## src/rtl/sgmii_pkg.sv

```systemverilog
// rtl/sgmii_pkg.sv - shared SGMII word layout constants and tx arbiter state encoding
package sgmii_pkg;

  localparam int SGMII_WORD_W  = 9;
  localparam int SGMII_EOF_BIT = 8;

  typedef enum logic [1:0] {
    IDLE = 2'd0,
    XFER = 2'd1,
    GAP  = 2'd2
  } arb_state_t;

endpackage

```

## src/rtl/sgmii_rr_pick.sv

```systemverilog
// rtl/sgmii_rr_pick.sv - combinational round-robin picker for up to four requesters
module sgmii_rr_pick #(
  parameter int NREQ = 2
) (
  input  logic [NREQ-1:0] req,
  input  logic [1:0]      last,
  output logic            any,
  output logic [1:0]      pick
);

  logic [3:0] req_pad;

  // Zero-extend so ports at or above NREQ can never be selected.
  assign req_pad = 4'(req);

  // Scan upward from the port after last, wrapping at NREQ; the first requester found wins.
  always_comb begin
    logic [2:0] idx;
    any  = 1'b0;
    pick = last;
    idx  = '0;
    for (int k = 1; k <= NREQ; k++) begin
      idx = {1'b0, last} + 3'(k);
      if (idx >= 3'(NREQ)) begin
        idx = idx - 3'(NREQ);
      end
      if (!any && req_pad[idx[1:0]]) begin
        any  = 1'b1;
        pick = idx[1:0];
      end
    end
  end

endmodule

```

## src/rtl/sgmii_tx_arb.sv

```systemverilog
// rtl/sgmii_tx_arb.sv - frame-atomic round-robin arbiter feeding one SGMII tx FIFO write port
module sgmii_tx_arb
  import sgmii_pkg::*;
#(
  parameter int NREQ = 2,
  parameter int IFG  = 2
) (
  input  logic                         clk,
  input  logic                         rst,
  input  logic [SGMII_WORD_W*NREQ-1:0] req_data,
  input  logic [NREQ-1:0]              req_valid,
  output logic [NREQ-1:0]              req_ready,
  output logic [SGMII_WORD_W-1:0]      fifo_in,
  output logic                         push,
  input  logic                         full,
  output logic [1:0]                   grant_id,
  output logic                         busy,
  output logic                         frame_done
);

  arb_state_t              state;
  logic [1:0]              last_grant;
  logic [3:0]              gap_cnt;
  logic                    pick_any;
  logic [1:0]              pick_id;
  logic [SGMII_WORD_W-1:0] cur_word;
  logic                    cur_valid;

  sgmii_rr_pick #(
    .NREQ (NREQ)
  ) u_pick (
    .req  (req_valid),
    .last (last_grant),
    .any  (pick_any),
    .pick (pick_id)
  );

  assign busy = (state == XFER);

  // Route the granted port's word and valid onto the shared path.
  always_comb begin
    cur_word  = '0;
    cur_valid = 1'b0;
    for (int i = 0; i < NREQ; i++) begin
      if (grant_id == 2'(i)) begin
        cur_word  = req_data[i*SGMII_WORD_W +: SGMII_WORD_W];
        cur_valid = req_valid[i];
      end
    end
  end

  // Only the granted port is acknowledged, and never while the FIFO is full.
  always_comb begin
    push       = busy & cur_valid & ~full;
    frame_done = push & cur_word[SGMII_EOF_BIT];
    fifo_in    = busy ? cur_word : '0;
    req_ready  = '0;
    for (int i = 0; i < NREQ; i++) begin
      req_ready[i] = push && (grant_id == 2'(i));
    end
  end

  // IDLE picks a port, XFER holds it until its EOF is pushed, GAP spaces out frames.
  always_ff @(posedge clk) begin
    if (rst) begin
      state      <= IDLE;
      grant_id   <= '0;
      last_grant <= 2'(NREQ - 1);
      gap_cnt    <= '0;
    end else begin
      case (state)
        IDLE: begin
          if (pick_any) begin
            grant_id   <= pick_id;
            last_grant <= pick_id;
            state      <= XFER;
          end
        end
        XFER: begin
          if (frame_done) begin
            if (IFG == 0) begin
              state <= IDLE;
            end else begin
              state   <= GAP;
              gap_cnt <= 4'(IFG);
            end
          end
        end
        GAP: begin
          gap_cnt <= gap_cnt - 4'd1;
          if (gap_cnt <= 4'd1) begin
            state <= IDLE;
          end
        end
        default: state <= IDLE;
      endcase
    end
  end

endmodule

```

## config.mk

```make
export PLATFORM = sky130hd
export DESIGN_NAME = sgmii_tx_arb
export DESIGN_NICKNAME = d
export VERILOG_FILES = /design/src/rtl/sgmii_pkg.sv /design/src/rtl/sgmii_rr_pick.sv /design/src/rtl/sgmii_tx_arb.sv
export SDC_FILE = /design/constraint.sdc
export NUM_CORES = 1
export LEC_CHECK = 0
export ABC_AREA = 1
export CAP_MARGIN = 5
export CORE_AREA = 8 8 53 55
export CTS_BUF_LIST = sky130_fd_sc_hd__clkbuf_8
export DETAILED_ROUTE_END_ITERATION = 6
export DIE_AREA = 0 0 61 63
export PLACE_DENSITY_LB_ADDON = 0.3
export SYNTH_ARGS = -nofsm -noshare
export SYNTH_HDL_FRONTEND = slang
export SYNTH_SLANG_ARGS = --single-unit
```

## constraint.sdc

```tcl
create_clock -name clk -period 3.4 [get_ports clk]
set_input_delay 0.68 -clock clk [delete_from_list [all_inputs] [get_ports clk]]
set_output_delay 0.68 -clock clk [all_outputs]
set_load 0.05 [all_outputs]
```

==> run_1/placed.png <==
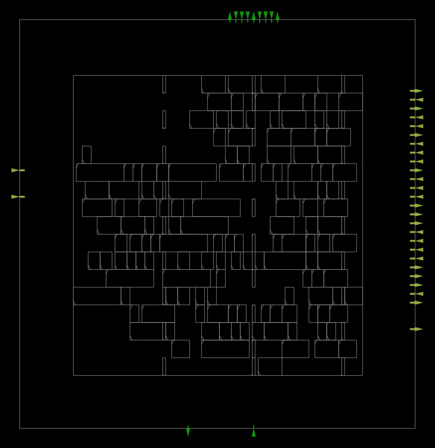
Seq area share: 0.165
total core area: 0.00206 mm2
Rows: 17
final core utilization: 0.531

==> run_1/port_trees.png <==
Scale: 8 px per um.
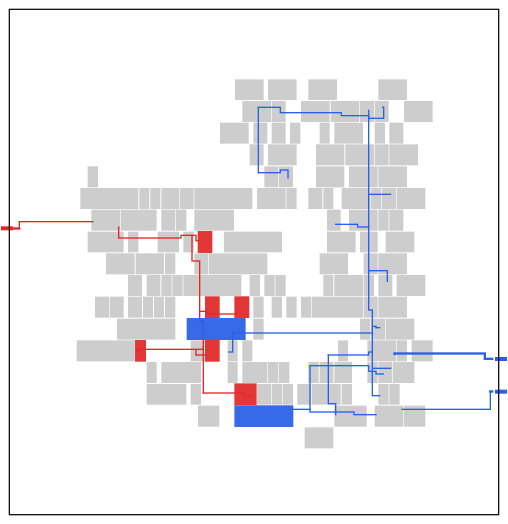
red -> rst  # bits 1, direction input, end cells 6, buffers 1, wire 67.1 um
blue -> grant_id  # bits 2, direction output, end cells 2, buffers 2, wire 171 um

==> out/qor.yml, run 1 <==
status:
  status: "completed"
layout:
  sh_comb_area: 0.369
  fillers: 213
  final_nets: 170
  final_common_cell: "clkdlybuf4s50_1"
  nMultiInputCombCells: 77
  n_all_buffers: 38
  clock_area_frac: 0.0411
  regArea_um2: 180
  nClkBuffers: 3
  diodes: 0
floorplan:
  io_pins: 39
  die.size.y_um: 63
  fp_util: 0.323
setup_path:
  worst-r2r-setup-slack_ns: 2.00
  slowest_delay_ns: 0.84
  r2r_start: "grant_id[0]"
  cp.required_ns: 2.72
  worst-setup-path-type: "in2out"
clocking:
  cts_made_buffers: 3
  clockRootBuffer: "clkbuf_8"
pwr:
  seqPwrFrac: 0.300
  clkPwrFrac: 0.298
  combPwrFrac: 0.402
  power_switching_uw: 148
  p_sw_frac: 0.368
final_timing:
  hold_viol_final: 0
  setup_violations: 0
  period_minus_slack_ns: 2.92
  finalCritPeriodShare: 0.859
  finalClockSkew_ns: 0.000249
run:
  cap_viol_max_count: 0
synth:
  syn_avg_cell_area_um2: 6.29
  yosys_cells: 106
  syn-num-nets: 131
  ys_ff: 9
detailed_routing:
  wl_um: 2010
place:
  io_buffer_count: 38
  gp_congestion: 0.741
grt:
  grt_pass1_vias: 728
  antenna_found_initial: 0
==> run_1/clock_wires.png <==
Scale: 4 px per um.
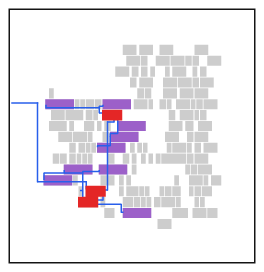
purple -> flip-flops  # count 9
red -> clock-net drivers  # count 3
blue -> clock wires  # length 146 um
routed clock nets = 4

==> run_1/ff_map.png <==
Scale: 4 px per um. Other sequential cells in the stronger grey, the rest of the logic in the fainter grey.
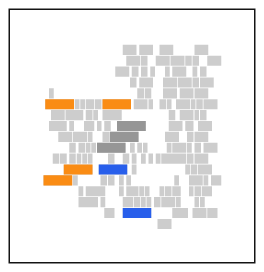
blue -> grant_id  # placed flops 2
orange -> gap_cnt  # placed flops 4, where left middle
not coloured = 3

-- run 1: cells by family after synthesis --
family          share of synthesized area
compound gates                      0.178
buf+inv                             0.124
fa+ha+maj                          0.0375
flops                               0.270
simple gates                        0.390
-- run 1: cell usage after synthesis --
cell,n
a211oi_1,1
a21oi_1,15
buf_2,3
buf_4,1
dfxtp_1,9
ha_1,2
inv_1,14
inv_2,2
nand2_1,28
nand2_2,2
nand3_1,15
nand3_2,2
nand3_4,1
nand4_1,1
nor2_1,2
nor2_4,1
nor3_1,1
o2111ai_1,1
o211ai_1,1
o21ai_0,4
-- run 1: power groups by stage --
stage / Combinational (uW) / Clock, uW / Sequential (uW)
final: 162 / 120 / 121
after detailed placement: 163 / 0 / 123
after global routing: 174 / 129 / 122
after floorplan: 99.9 / 0 / 123
after global placement: 162 / 0 / 122
after CTS: 163 / 122 / 121
-- run 1: layer usage --
metal  wire length (um)  GRT usage  vias up
met5                  0          0        -
met4                 36     0.0525        0
met3                227     0.0309        4
met2                815      0.160       37
met1                928      0.127      349
li1                   -          -      424
-- run 1: flip-flops by register name, summed over array words and instances, names as in the netlist --
signal      flops
last_grant      1
grant_id        2
gap_cnt         4
state           2
-- run 1: worst min path at each step --
stage | start | to | slack, ns | cells past startpoint
after CTS | gap_cnt[0] | gap_cnt[0] | 0.50 | 1
final | gap_cnt[0] | gap_cnt[0] | 0.50 | 1
after global routing | gap_cnt[3] | gap_cnt[3] | 0.53 | 2
after detailed placement | gap_cnt[0] | gap_cnt[0] | 0.50 | 1
after floorplan | gap_cnt[0] | gap_cnt[0] | 0.45 | 1
after global placement | gap_cnt[0] | gap_cnt[0] | 0.48 | 1
==> run_1/class_map.png <==
Scale: 4 px per um.
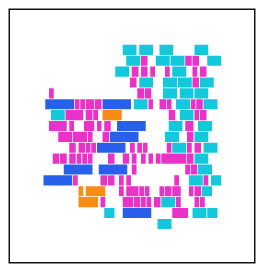

## Run 2: what changed since run 1
CORE_AREA = 8 8 57 59   (was 8 8 53 55)
DIE_AREA = 0 0 65 67   (was 0 0 61 63)
==> run_2/class_map.png <==
Scale: 4 px per um.
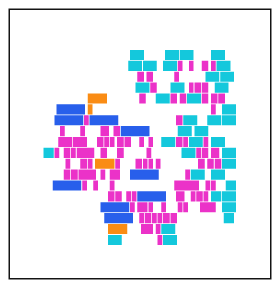
magenta -> remaining logic cells  # cells 93, share of their area 44%
orange -> clock drivers and dummy loads  # cells 4, share of their area 4.2%
blue -> registers  # cells 9, share of their area 17%
cyan -> remaining buffers and delay cells  # cells 38, share of their area 35%

==> run_2/clock_wires.png <==
Scale: 4 px per um.
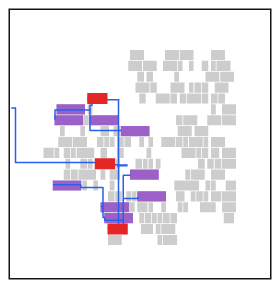
purple -> flip-flops  # count 9
blue -> clock wires  # length 160 um
red -> clock-net drivers  # count 3
routed clock nets = 4

==> run 2 against run 1 <==
  * Clock skew is 0.0032 ns higher
  * Final area rose by 0.23%
  * Clock power is essentially flat
  * Maximum frequency about the same
  * Critical endpoint is now fifo_in[8]
==> out/qor.yml, run 2 <==
setup_path:
  worst-setup-path-type: "in2out"  # unchanged
  cp.required_ns: 2.72  # about the same
  worst-r2r-setup-slack_ns: 1.98  # was 2.00 ns
synth:
  yosysMostFrequentCell: "nand2_1"  # unchanged
  synthTopCellsByCount: "nand2_1, a21oi_1, nand3_1, inv_1, dfxtp_1"  # unchanged
  yosys_cells: 106  # unchanged
  syn-num-nets: 131  # unchanged
  synthArstFlopShare: 0  # unchanged
  syn_avg_cell_area_um2: 6.29  # unchanged
  ff_type: "dfxtp_1"  # unchanged
  synth-edff-count: 0  # unchanged
final_timing:
  hold_viol_final: 0  # unchanged
  finalCritPeriodShare: 0.858  # was 0.859
  setup_violations: 0  # unchanged
  period_minus_slack_ns: 2.92  # about the same
  finalClockSkew_ns: 0.00343  # was 0.000249 ns
floorplan:
  std_cell_rows: 18  # was 17
  fp_util: 0.282  # was 0.323
  core-area_mm2: 0.00236  # was 0.00206 mm2
clocking:
  clockRootBuffer: "clkbuf_8"  # unchanged
  cts_made_buffers: 3  # unchanged
detailed_routing:
  wl_met3_um: 232  # was 227 um
  m1WireLength_um: 953  # was 928 um
  dr_wl_met2_um: 875  # was 815 um
layout:
  final_nets: 170  # unchanged
  largest_register: "gap_cnt"  # unchanged
  utilization: 0.464  # was 0.531
status:
  status: "completed"  # unchanged
grt:
  grt_pass1_vias: 748  # was 728
  antenna_found_initial: 0  # unchanged
hold_path:
  hold_end: "gap_cnt[0]"  # unchanged
  min_from: "gap_cnt[0]"  # unchanged
  min_path_cells: 1  # unchanged
place:
  io_buffer_count: 38  # unchanged
## run 2: cell counts in the layout (fill, tap and decap cells not counted)
No cell type changed its count.
## run 2: routing by layer
layer | vias up | GRT usage
li1 | 425 | -
met4 | 0 | 0.0572
met1 | 367 | 0.115
met3 | 5 | 0.0369
met2 | 38 | 0.137
met5 | - | 0
## run 2: worst max-delay path by stage
stage | startpoint | end | slack, ns
finish | req_data[17] | fifo_in[8] | 0.48
global route | req_data[13] | fifo_in[4] | 0.39
CTS | req_data[17] | fifo_in[8] | 0.48
detailed placement | req_data[17] | fifo_in[8] | 0.49
global placement | req_data[17] | fifo_in[8] | 0.50
floorplan | grant_id[0] | req_ready[0] | 0.57
## run 2: cells by family after synthesis
group	Yosys count	synth area share
AOI/OAI and AO/OA	22	0.178
and+or+nand+nor	53	0.390
buffers and inverters	20	0.124
adders and majority gates	2	0.0375
DFF	9	0.270
## run 2: power breakdown
part,switching (uW),total [uW],internal (uW)
Combinational,98.4,163,64.5
Sequential,9.18,121,112
Clock,43.0,122,78.7
## run 2: final cells by class
class                      instances  area [um2]
tap                               30        37.5
sequential                         9         180
clock inverter                     1        3.75
multi-input combinational         77         404
timing repair buffer              38         370
clock buffer                       3        41.3
fill                             244        1270
inverter                          16        60.1
## run 2: critical path, cell delays in order
cell             delay (ns)
clkdlybuf4s50_1        0.46
nand3_1                0.09
a21oi_1                0.18
clkdlybuf4s50_1        0.83
Power and IR drop assume default switching activity.
